**config.mk**
```make
export PLATFORM = sky130hd
export DESIGN_NAME = pwm_dac_out
export DESIGN_NICKNAME = d
export VERILOG_FILES = /design/src/rtl/pwm_dac_out_pkg.sv /design/src/rtl/pwm_dac_out_mute_ramp.sv /design/src/rtl/pwm_dac_out.sv
export SDC_FILE = /design/constraint.sdc
export NUM_CORES = 1
export LEC_CHECK = 0
export CAP_MARGIN = 20
export CORE_UTILIZATION = 58
export DETAILED_ROUTE_END_ITERATION = 7
export PLACE_DENSITY = 0.79
export REMOVE_ABC_BUFFERS = 1
export SETUP_SLACK_MARGIN = 0.02
export SLEW_MARGIN = 10
export SYNTH_ARGS = -nofsm -noshare
export SYNTH_HDL_FRONTEND = slang
export SYNTH_SLANG_ARGS = --single-unit
```
**constraint.sdc**
```tcl
create_clock -name clk -period 2.4 [get_ports clk]
set_clock_uncertainty 0.2 [all_clocks]
set_input_delay 0.72 -clock clk [delete_from_list [all_inputs] [get_ports clk]]
set_output_delay 0.72 -clock clk [all_outputs]
set_load 0.01 [all_outputs]
```
**src/rtl/pwm_dac_out_pkg.sv**
```systemverilog
// rtl/pwm_dac_out_pkg.sv - gain state encoding, shared constants and duty scaling for pwm_dac_out
package pwm_dac_out_pkg;

    typedef enum logic [1:0] {
        ST_PLAY      = 2'b00,
        ST_RAMP_DOWN = 2'b01,
        ST_MUTED     = 2'b10,
        ST_RAMP_UP   = 2'b11
    } gain_state_e;

    localparam logic [7:0] MIDSCALE  = 8'd128;
    localparam logic [4:0] GAIN_FULL = 5'd16;

    // Scales the sample's distance from midscale by gain/16; the shift floors toward -inf,
    // so gain 16 reproduces the sample exactly and the result always fits in 0..255.
    function automatic logic [7:0] scale_duty(input logic [7:0] hold, input logic [4:0] gain);
        logic signed [8:0]  diff;
        logic signed [12:0] diff_x;
        logic signed [12:0] gain_x;
        logic signed [12:0] prod;
        logic signed [12:0] duty_x;
        diff   = $signed({1'b0, hold} - {1'b0, MIDSCALE});
        diff_x = {{4{diff[8]}}, diff};
        gain_x = {8'd0, gain};
        prod   = diff_x * gain_x;
        duty_x = (prod >>> 4) + $signed({5'd0, MIDSCALE});
        return duty_x[7:0];
    endfunction

endpackage

```
**src/rtl/pwm_dac_out_mute_ramp.sv**
```systemverilog
// rtl/pwm_dac_out_mute_ramp.sv - mute gain state machine (soft ramp when SOFT_MUTE_EN is defined)
module mute_ramp
    import pwm_dac_out_pkg::*;
#(
    parameter int RAMP_PERIODS = 4
) (
    input  logic       clk,
    input  logic       rst,
    input  logic       boundary,
    input  logic       mute,
    output logic [4:0] gain,
    output logic       muted
);

    gain_state_e state_q, state_d;
    logic [4:0]  gain_q, gain_d;

`ifdef SOFT_MUTE_EN
    localparam int RW = (RAMP_PERIODS > 1) ? $clog2(RAMP_PERIODS) : 1;

    logic [RW-1:0] ramp_q, ramp_d;
    logic          ramp_done;

    always_comb begin
        state_d   = state_q;
        gain_d    = gain_q;
        ramp_d    = ramp_q;
        ramp_done = (ramp_q == RW'(RAMP_PERIODS - 1));
        if (boundary) begin
            case (state_q)
                ST_PLAY: begin
                    if (mute) state_d = ST_RAMP_DOWN;
                end
                ST_RAMP_DOWN: begin
                    if (!mute) begin
                        state_d = ST_RAMP_UP;
                    end else if (ramp_done) begin
                        // A reversal can leave the ramp at either end, so clamp instead of wrapping.
                        if (gain_q <= 5'd1) begin
                            gain_d  = 5'd0;
                            state_d = ST_MUTED;
                        end else begin
                            gain_d = gain_q - 5'd1;
                        end
                    end
                end
                ST_MUTED: begin
                    if (!mute) state_d = ST_RAMP_UP;
                end
                ST_RAMP_UP: begin
                    if (mute) begin
                        state_d = ST_RAMP_DOWN;
                    end else if (ramp_done) begin
                        if (gain_q >= GAIN_FULL - 5'd1) begin
                            gain_d  = GAIN_FULL;
                            state_d = ST_PLAY;
                        end else begin
                            gain_d = gain_q + 5'd1;
                        end
                    end
                end
                default: begin
                    state_d = ST_PLAY;
                    gain_d  = GAIN_FULL;
                end
            endcase

            if ((state_d != state_q) || ramp_done) begin
                ramp_d = '0;
            end else if ((state_q == ST_RAMP_DOWN) || (state_q == ST_RAMP_UP)) begin
                ramp_d = ramp_q + 1'b1;
            end
        end
    end

    always_ff @(posedge clk) begin
        if (rst) begin
            ramp_q <= '0;
        end else begin
            ramp_q <= ramp_d;
        end
    end
`else
    always_comb begin
        state_d = state_q;
        gain_d  = gain_q;
        if (boundary) begin
            if (mute) begin
                state_d = ST_MUTED;
                gain_d  = 5'd0;
            end else begin
                state_d = ST_PLAY;
                gain_d  = GAIN_FULL;
            end
        end
    end
`endif

    always_ff @(posedge clk) begin
        if (rst) begin
            state_q <= ST_PLAY;
            gain_q  <= GAIN_FULL;
        end else begin
            state_q <= state_d;
            gain_q  <= gain_d;
        end
    end

    assign gain  = gain_q;
    assign muted = (state_q == ST_MUTED);

endmodule

```
**src/rtl/pwm_dac_out.sv**
```systemverilog
// rtl/pwm_dac_out.sv - 8-bit sample to PWM audio output with period-synchronous duty and mute ramp (SOFT_MUTE_EN)
module pwm_dac_out
    import pwm_dac_out_pkg::*;
#(
    parameter int CLK_DIV      = 1,
    parameter int RAMP_PERIODS = 4
) (
    input  logic       clk,
    input  logic       rst,
    input  logic [7:0] sample_in,
    input  logic       sample_valid,
    input  logic       mute,
    output logic       pwm_out,
    output logic       sample_req,
    output logic       muted
);

    localparam int PW = (CLK_DIV > 1) ? $clog2(CLK_DIV) : 1;

    logic [PW-1:0] pre_q, pre_d;
    logic [7:0]    cnt_q, cnt_d;
    logic [7:0]    hold_q, hold_d;
    logic [7:0]    duty_q, duty_d;
    logic          pwm_q, pwm_d;
    logic          req_q, req_d;
    logic          tick;
    logic          boundary;
    logic [4:0]    gain;

    always_comb begin
        tick     = (pre_q == PW'(CLK_DIV - 1));
        boundary = tick && (cnt_q == 8'd255);
        pre_d    = tick ? '0 : pre_q + 1'b1;
        cnt_d    = tick ? cnt_q + 8'd1 : cnt_q;
        hold_d   = sample_valid ? sample_in : hold_q;
        // hold_q and gain are still the pre-boundary values here, so a sample strobed
        // on the boundary cycle waits for the next period.
        duty_d   = boundary ? scale_duty(hold_q, gain) : duty_q;
        pwm_d    = (cnt_q < duty_q);
        req_d    = boundary;
    end

    always_ff @(posedge clk) begin
        if (rst) begin
            pre_q  <= '0;
            cnt_q  <= 8'd0;
            hold_q <= MIDSCALE;
            duty_q <= MIDSCALE;
            pwm_q  <= 1'b0;
            req_q  <= 1'b0;
        end else begin
            pre_q  <= pre_d;
            cnt_q  <= cnt_d;
            hold_q <= hold_d;
            duty_q <= duty_d;
            pwm_q  <= pwm_d;
            req_q  <= req_d;
        end
    end

    mute_ramp #(
        .RAMP_PERIODS (RAMP_PERIODS)
    ) u_mute_ramp (
        .clk      (clk),
        .rst      (rst),
        .boundary (boundary),
        .mute     (mute),
        .gain     (gain),
        .muted    (muted)
    );

    assign pwm_out    = pwm_q;
    assign sample_req = req_q;

endmodule
```
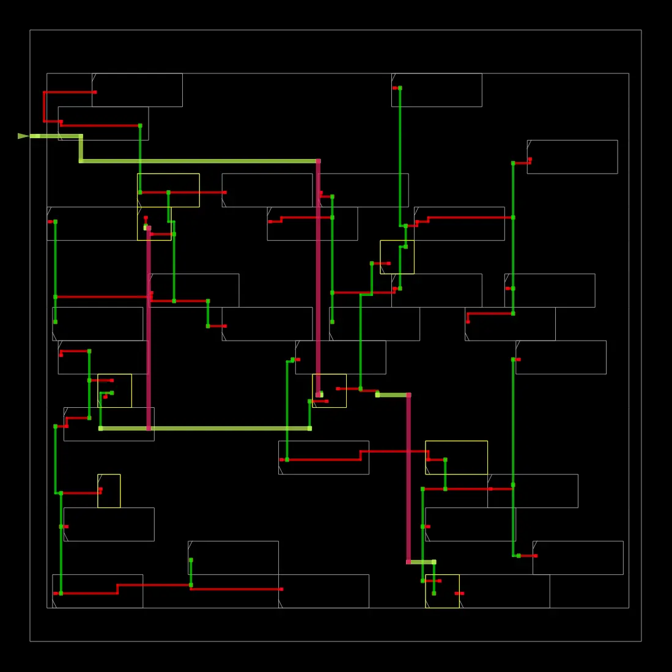
(run_1/final_clocks.png)
# clk buffers: 7
sequential cell count: 29

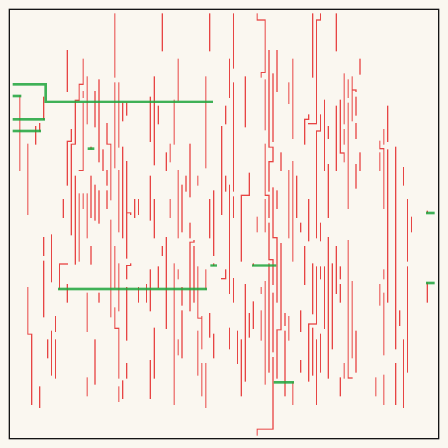
(run_1/metal_stack.png)
Only two layers are drawn.
met3: in green, wire length 55.6 µm. met2: in red, wire length 1170 µm.

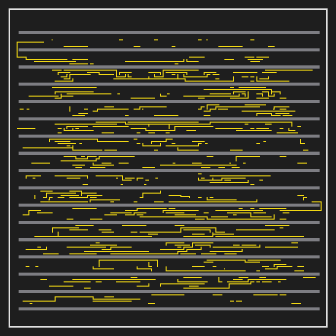
(run_1/met1.png)
Supply wires on this layer in grey.
165 nets have wire on it. The layer carries 1110 µm of wire. The layer holds 47% of the routed length. The longest straight run is 18.4 µm. The wires run mostly horizontal.

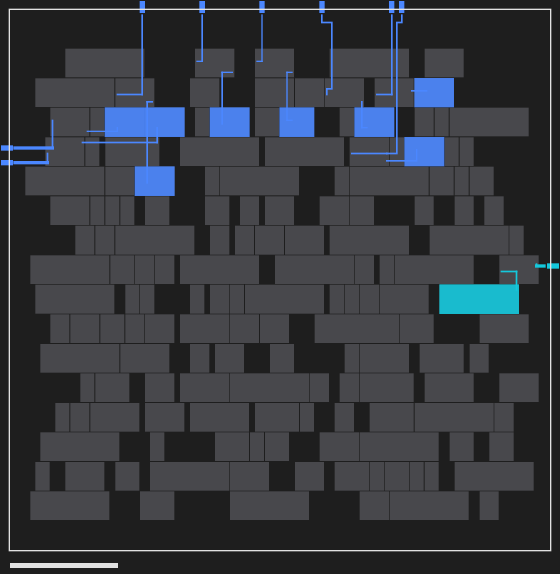
(run_1/port_nets.png)
Scale bar: 10 µm.
sample_in: in blue, direction input, edge 6 north, 2 west, end cells 8, buffers 8, wire 102 µm. sample_req: in cyan, direction output, edge east, end cells 1, buffers 1, wire 3.90 µm.

==> flow_metrics.rpt, run 1 <==
IMPLEMENTATION SUMMARY REPORT
----------------------------------------------------
[Layout]
  Final Cell Area ........................ around 0.0015 mm²
  P&R area growth vs syn ........................ 16.92%
  Filler instances ........................ between 150 and 200
  Proportion of layout cells with a drive suffix above 1 ........................ 0.09434
  Antenna diode count ........................ 0
  Layout Nets ........................ approximately 180
  Final std cells w/o fill ........................ between 150 and 200

[Setup path]
  Slowest CP cell ........................ clkdlybuf4s50_1
  Critical Path, Cell by Cell ........................ clkdlybuf4s50_1
  Arrival time at the worst endpoint ........................ ~1200 ps
  Worst endpoint required time ........................ 1480 ps
  Gate family responsible for the most delay along the worst path ........................ buffers and inverters
  Worst path bufs/invs ........................ 1
  Nature of the critical path endpoint ........................ primary output
  Maximum fanout encountered on the critical timing path ........................ 2
  Startpoint type of the worst setup path ........................ register
  Delay of the slowest cell on the worst path ........................ between 500 and 600 ps
  Type of the worst setup path ........................ reg2out

[Floorplanning]
  Height of the die ........................ 49.78 µm
  Area of the die ........................ approximately 0.0025 mm²
  IO Count ........................ 15
  Site row count ........................ 16
  Core ar. ........................ 0.002062 mm²
  Initial standard-cell utilization of the core ........................ 0.6420
  Width of the die ........................ about 50 µm

[Synthesis]
  Most instantiated library cell after synthesis ........................ dfxtp_1
  Cell taking the most area after synthesis ........................ dfxtp_1
  Unique cell types ........................ 32
  Post-synth area from yosys stat ........................ between 0.001 and 0.0015 mm²
  Top cells by count, synth ........................ 29 x dfxtp_1, 16 x nor2_1, 10 x a21oi_1, 10 x o21ai_0, 9 x mux2i_1
  Commonest flop ........................ dfxtp_1
  Post-Syn Area ........................ 0.001324 mm²
  Average cell area after synthesis ........................ 9.322 µm²
  Top cell area share ........................ 0.4386
  Post-synthesis sequential area ratio ........................ 0.4386
  Top cells by area, synth ........................ dfxtp_1 44%, ha_1 7.6%, mux2i_1 6.8%, nor2_1 4.5%, a21oi_1 3.8%
  Post-synthesis async set-or-reset flop share ........................ 0
  Cells in synth_stat.txt ........................ between 100 and 150
  Number of instances in the synthesized netlist ........................ between 100 and 150
  Number of synthesized register bits ........................ 29
  Number of flops mapped to enable cells by yosys ........................ 0
  Yosys warning total ........................ 0

[GRT]
  Via count of the first global-routing pass ........................ slightly below 1000
  GR Overflow Total ........................ 0
  Tot GR Track Use ........................ 0.2258
  First-pass GRT wire length ........................ 4112 µm
  Initial antenna violation count ........................ 0
  Maximum number of pins on one net before global-route repair ........................ 21

[Power]
  Static power due to leakage ........................ 0.6366 nW
  Power density over cell area ........................ about 600 mW/mm²
  Peak supply drop ........................ roughly 0.46 mV
  Overall power of the completed layout ........................ between 0.0009 and 0.001 W

[Status]
  Result of the run ........................ finished, final reports clean

[Job]
  Total number of warnings across the stage logs ........................ 25
  Count of max-cap constraint violations ........................ 0

[Placed design]
  Count of port buffers added during placement ........................ 14
  Post-placement cell count ........................ 178
  Placed Instance Area ........................ roughly 0.0015 mm²
  Total half-perimeter wirelength after legalization and detailed placement ........................ between 1500 and 2000 µm
  GP Congestion ........................ 0.8190

[STA]
  Setup repair after global routing missed its margin ........................ false
  Hold Fails Final Rpt ........................ 0
  Sum of negative setup slack ........................ 0 ps
  Top achievable clock speed ........................ 473.0 MHz
  Ratio of final minimum period to clock period ........................ 0.8809
  Final critical-path required period ........................ about 2100 ps
  Final setup violation count ........................ 0
  Final tally of max-slew violations ........................ 0

[Clock network]
  Sinks on Clock Net ........................ 29
  Number of levels in the clock H-tree ........................ 2
  CTS tree ........................ done
  Number of instances resized during post-cts repair ........................ 0
  Clock-pin slew on the worst setup and hold paths ........................ around 90 ps
  Buffer depth of the longest clock path ........................ 2
  Clock Tree Root ........................ clkbuf_4
  Clock buffer count from CTS ........................ 5
  Worst skew pair latency ........................ ~320 ps
  Setup Buffers After CTS ........................ 0
  Hold bufs inserted after CTS ........................ 0

[Hold path]
  Hold/Removal Path Class ........................ reg2reg

[Routing]
  Number of nets with antenna violations after routing ........................ 0
  Iteration count of the initial detailed-routing pass ........................ 4
  Mean routed wirelength per cell ........................ approximately 13 µm
  Total via count after detailed routing ........................ between 1000 and 1500
  First DRT Iteration DRCs ........................ 18
  Drt drc ........................ 0
  Total detailed-routing wirelength ........................ about 2400 µm
  Average vias per placed instance ........................ 5.538

----------------------------------------------------
-- run 1: path summary, 6_finish.rpt --
check / startpoint / to / slack, ps / cells after the start
worst max register to register: cnt_q[3] / pwm_out / 550 / 4
worst min-delay path: duty_q[6] / duty_q[6] / 280 / 2
worst min register to register: duty_q[6] / duty_q[6] / 280 / 2
worst max-delay path: u_mute_ramp.state_q[1] / muted / 290 / 1
-- run 1: power by group --
| part | switching [W] | internal [W] |
|---|---|---|
| clock network | 0.000169 | 0.000170 |
| registers | 0.0000101 | 0.000495 |
| logic | 0.0000270 | 0.0000377 |
-- run 1: layout make-up --
cell class                 count  area, µm²  area share
timing repair buffer          16      155.1      0.1002
inverter                       7      26.28     0.01698
clock inverter                 1      5.005    0.003234
sequential                    29      580.6      0.3751
clock buffer                   7      65.06     0.04204
tap                           27      33.78     0.02183
multi-input combinational     99      681.9      0.4406
-- run 1: state kept, by name, summed over array words and instances (netlist names) --
signal               count
cnt_q                    8
duty_q                   8
hold_q                   8
pre_q                    1
pwm_out                  1
sample_req               1
u_mute_ramp.gain         1
u_mute_ramp.state_q      1
-- run 1: worst min-delay path: cells and delay by family, from the launching register on --
kind,cells,cell delay [ps]
compound gates,2,130
flops,1,320
-- run 1: layout by cell type, fill, tap and decap left out, drive strengths merged --
cell / n
nand3: 3
a21oi: 10
a211o: 1
nor2b: 5
mux2i: 9
a211oi: 1
nor2: 16
dfxtp: 29
conb: 1
o21bai: 1
or3: 8
mux2: 2
nand4: 2
clkdlybuf4s50: 14
ha: 8
o211ai: 1
o2111a: 1
and4b: 2
a2111oi: 1
nand2: 8
and3: 1
buf: 2
nand4b: 1
nor3b: 2
clkbuf: 7
inv: 7
xnor2: 3
xor2: 1
clkinv: 1
a21o: 1
o21ai: 10
-- run 1: routing by layer --
layer  routed length, µm  vias to the layer above  share of wire  track usage
met2                1167                       11           0.49       0.3739
met1                1111                      484           0.47       0.2572
li1                    -                      529              -            -
met5                   0                        -              0            0
met3                  55                        6          0.023      0.06481
met4                  48                        0          0.020       0.1286
-- run 1: metrics by stage --
stage               setup slack (ps)  hold WS, ps  utilization
floorplan                      794.5        238.2            -
global placement               309.7        262.2       0.7166
detailed placement             284.7        266.5       0.7166
CTS                            268.3        279.4       0.7506
global route                   233.7        296.4       0.7506
finish                         285.9        279.3       0.7506
-- run 1: kinds of logic after synthesis --
group                      Yosys count  share of synthesized area
AOI/OAI and AO/OA                   27                     0.1201
buffers and inverters               14                    0.04631
and+or+nand+nor                     48                     0.2051
DFF                                 29                     0.4386
muxes                               11                    0.08507
adders and majority gates            8                    0.07562
xor gates and xnor gates             4                    0.02647
other                                1                   0.002833
==> run 1 -> run 2 <==
==> constraint.sdc (replaced) <==
create_clock -name clk -period 2.4 [get_ports clk]
set_clock_uncertainty 0.2 [all_clocks]
set_input_delay 0.72 -clock clk [delete_from_list [all_inputs] [get_ports clk]]
set_output_delay 0.72 -clock clk [all_outputs]
set_load 0.05 [all_outputs]
==> run 2 against run 1 <==
  * Non-clock buffer count stayed put
  * Flip-flop count stayed put
  * Die area stayed put
  * Power is 0.30% higher
  * Wire length is 0.34% higher
  * Combinational power is 4.0% higher
  * Final cell count stayed put
  * Design area is 0.24% higher
  * Critical path depth stayed put
  * Synthesized cell count stayed put
  * Sequential power hardly changed
  * Critical path type unchanged
  * Critical endpoint unchanged
  * Largest cell class unchanged
==> flow_metrics.rpt, run 2 <==
IMPLEMENTATION SUMMARY REPORT
----------------------------------------------------
[Routing]
  Mean routed wirelength per cell ........................ 12.85 µm (was 12.81 µm)
  Iteration count of the initial detailed-routing pass ........................ 4 (unchanged)
  Drt drc ........................ 0 (unchanged)
  Total via count after detailed routing ........................ 1033 (was 1030)
  First DRT Iteration DRCs ........................ 18 (unchanged)
  Total detailed-routing wirelength ........................ 2390 µm (was 2382 µm)
  Number of nets with antenna violations after routing ........................ 0 (unchanged)

[Setup path]
  Slowest CP cell ........................ dlygate4sd2_1 (was clkdlybuf4s50_1)
  Critical Path, Cell by Cell ........................ dlygate4sd2_1 (was clkdlybuf4s50_1)
  Arrival time at the worst endpoint ........................ 1190 ps (about the same)
  Maximum fanout encountered on the critical timing path ........................ 2 (unchanged)
  Nature of the critical path endpoint ........................ primary output (unchanged)
  Gate family responsible for the most delay along the worst path ........................ buffers and inverters (unchanged)
  Worst path bufs/invs ........................ 1 (unchanged)
  Type of the worst setup path ........................ reg2out (unchanged)
  Delay of the slowest cell on the worst path ........................ 530 ps (about the same)

[Placed design]
  Placed Instance Area ........................ 0.001478 mm² (unchanged)
  Total half-perimeter wirelength after legalization and detailed placement ........................ 1705 µm (unchanged)
  Count of port buffers added during placement ........................ 14 (unchanged)
  GP Congestion ........................ 0.8190 (unchanged)
  Post-place setup slack ........................ 284.7 ps (unchanged)

[STA]
  Ratio of final minimum period to clock period ........................ 0.8780 (was 0.8809)
  Final tally of max-slew violations ........................ 0 (unchanged)
  Hold Fails Final Rpt ........................ 0 (unchanged)
  Final setup slack of the worst path ........................ 292.8 ps (was 285.9 ps)
  Hold Slack ........................ 279.3 ps (about the same)
  Sum of negative setup slack ........................ 0 ps (unchanged)
  Final critical-path required period ........................ 2107 ps (was 2114 ps)
  Setup repair after global routing missed its margin ........................ false (unchanged)
  Top achievable clock speed ........................ 474.6 MHz (was 473.0 MHz)
  Final setup violation count ........................ 0 (unchanged)

[Clock network]
  Clock buffer count from CTS ........................ 5 (unchanged)
  Setup Buffers After CTS ........................ 0 (unchanged)
  Buffer depth of the longest clock path ........................ 2 (unchanged)
  Worst skew pair latency ........................ 320 ps (about the same)
  Number of levels in the clock H-tree ........................ 2 (unchanged)
  CTS tree ........................ done (unchanged)
  Sinks on Clock Net ........................ 29 (unchanged)

[Power]
  Static power due to leakage ........................ 0.6694 nW (was 0.6366 nW)
  Power density over cell area ........................ 587.2 mW/mm² (was 586.8 mW/mm²)

[Floorplanning]
  Height of the die ........................ 49.78 µm (unchanged)
  Site row count ........................ 16 (unchanged)
  Initial standard-cell utilization of the core ........................ 0.6420 (unchanged)
  Width of the die ........................ 49.78 µm (unchanged)
  Area of the die ........................ 0.002478 mm² (unchanged)
  IO Count ........................ 15 (unchanged)

[Synthesis]
  Post-synth area from yosys stat ........................ 0.001324 mm² (unchanged)
  Post-Syn Area ........................ 0.001324 mm² (unchanged)
  Cell taking the most area after synthesis ........................ dfxtp_1 (unchanged)
  Number of instances in the synthesized netlist ........................ 142 (unchanged)
  Commonest flop ........................ dfxtp_1 (unchanged)
  Cells in synth_stat.txt ........................ 142 (unchanged)
  Top cells by count, synth ........................ 29 x dfxtp_1, 16 x nor2_1, 10 x a21oi_1, 10 x o21ai_0, 9 x mux2i_1 (unchanged)
  Post-synthesis sequential area ratio ........................ 0.4386 (unchanged)
  Most instantiated library cell after synthesis ........................ dfxtp_1 (unchanged)
  Top cell area share ........................ 0.4386 (unchanged)
  Yosys warning total ........................ 0 (unchanged)
  Unique cell types ........................ 32 (unchanged)
  Number of flops mapped to enable cells by yosys ........................ 0 (unchanged)
  Top cells by area, synth ........................ dfxtp_1 44%, ha_1 7.6%, mux2i_1 6.8%, nor2_1 4.5%, a21oi_1 3.8% (unchanged)

[GRT]
  Maximum number of pins on one net before global-route repair ........................ 21 (unchanged)
  GR Overflow Total ........................ 0 (unchanged)
  Initial antenna violation count ........................ 0 (unchanged)
  Via count of the first global-routing pass ........................ 973 (unchanged)
  First-pass GRT wire length ........................ 4112 µm (unchanged)

[Layout]
  Final design utilization ........................ 0.7524 (was 0.7506)
  Final Cell Area ........................ 0.001551 mm² (was 0.001548 mm²)
  Antenna diode count ........................ 0 (unchanged)
  Layout Nets ........................ 178 (unchanged)
  Commonest cells after routing, fill and taps aside ........................ 29 x dfxtp_1, 16 x nor2_1, 11 x clkdlybuf4s50_1, 10 x o21ai_0, 10 x a21oi_1 (was 29 x dfxtp_1, 16 x nor2_1, 14 x clkdlybuf4s50_1, 10 x o21ai_0, 10 x a21oi_1)
  P&R area growth vs syn ........................ 17.20% (was 16.92%)
  Most common library cell in the layout ignoring fill and taps ........................ dfxtp_1 (unchanged)

[Status]
  Result of the run ........................ finished, final reports clean (unchanged)

[Job]
  Total number of warnings across the stage logs ........................ 25 (unchanged)

[Hold path]
  Hold/Removal Path Class ........................ reg2reg (unchanged)

----------------------------------------------------
## run 2: cell types whose count changed in the layout (fill, tap and decap cells not counted)
| cell | previous run | this run |
|---|---|---|
| dlymetal6s2s_1 | 0 | 2 |
| clkdlybuf4s50_1 | 14 | 11 |
| dlygate4sd2_1 | 0 | 1 |
## run 2: layout make-up
type | instances | area (µm²)
repair buffers | 16 | 158.9
clock buffers | 7 | 65.06
multi-input cells | 99 | 681.9
well taps | 27 | 33.78
fillers | 159 | 510.5
flip-flops and latches | 29 | 580.6
clock inverters | 1 | 5.005
inverters | 7 | 26.28
## run 2: timing repair
| item | in CTS | in global routing |
|---|---|---|
| cloned | 0 | 0 |
| resized | 1 | 2 |
| pin swaps | 0 | 0 |
| setup endpoints to repair | 1 | 2 |
## run 2: metal layers
metal	track usage	share of wire	vias to the layer above
li1	-	-	529
met1	0.2572	0.46	487
met2	0.3739	0.49	11
met3	0.06481	0.026	6
met4	0.1286	0.020	0
met5	0	0	-
## run 2: path summary, 6_finish.rpt
check,slack (ps),cells past startpoint,end,start
hold reg to reg,280,2,duty_q[6],duty_q[6]
setup / recovery,290,1,muted,u_mute_ramp.state_q[1]
setup reg to reg,550,4,pwm_out,cnt_q[3]
hold / removal,280,2,duty_q[6],duty_q[6]
## run 2: cell families (layout without fill, tap and decap cells)
group           count (synthesis)  after routing  share of synthesized area
other cells                     1              1                   0.002833
xor+xnor                        4              4                    0.02647
simple gates                   48             48                     0.2051
fa+ha+maj                       8              8                    0.07562
compound gates                 27             27                     0.1201
buf+inv                        14             31                    0.04631
mux                            11             11                    0.08507
flops                          29             29                     0.4386
## run 2: where the power goes
part	leakage, nW	internal (W)	switching [W]	total (W)
registers	0.237	0.000495	0.0000100	0.000505
clock network	0.0413	0.000170	0.000170	0.000339
logic	0.392	0.0000375	0.0000298	0.0000673
total	0.669	0.000702	0.000209	0.000911
## run 2: through the flow
step / std cells / power [W]
after floorplan: 135 / 0.0005436
after global placement: 178 / 0.0005799
after detailed placement: 178 / 0.0005832
after CTS: 186 / 0.0009192
after global routing: 186 / 0.0009460
final: 186 / 0.0009110
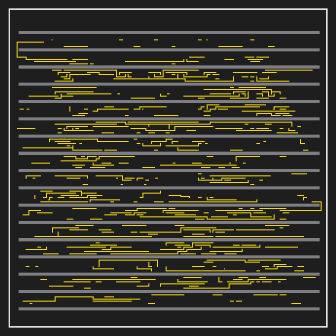
(run_2/met1.png)
Supply wires on this layer in grey.
The layer carries 1110 µm of wire. The wires run mostly horizontal.

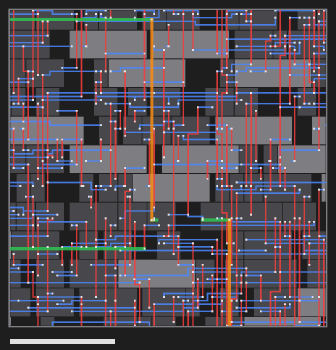
(run_2/zoom.png)
Scale bar: 10 µm. Region (10, 10) to (40, 40) µm. Cells in grey, sequential cells in the stronger grey; small squares are vias.
met4: in orange. met2: in red. met1: in blue. met3: in green.
81 logic cells have their middle in the window. Netlist names of flops here include duty_q (5), hold_q (3). Sequential cells in the window: 11. Most frequent: dfxtp_1 (11), nor2_1 (8).

Power and IR drop assume default switching activity.
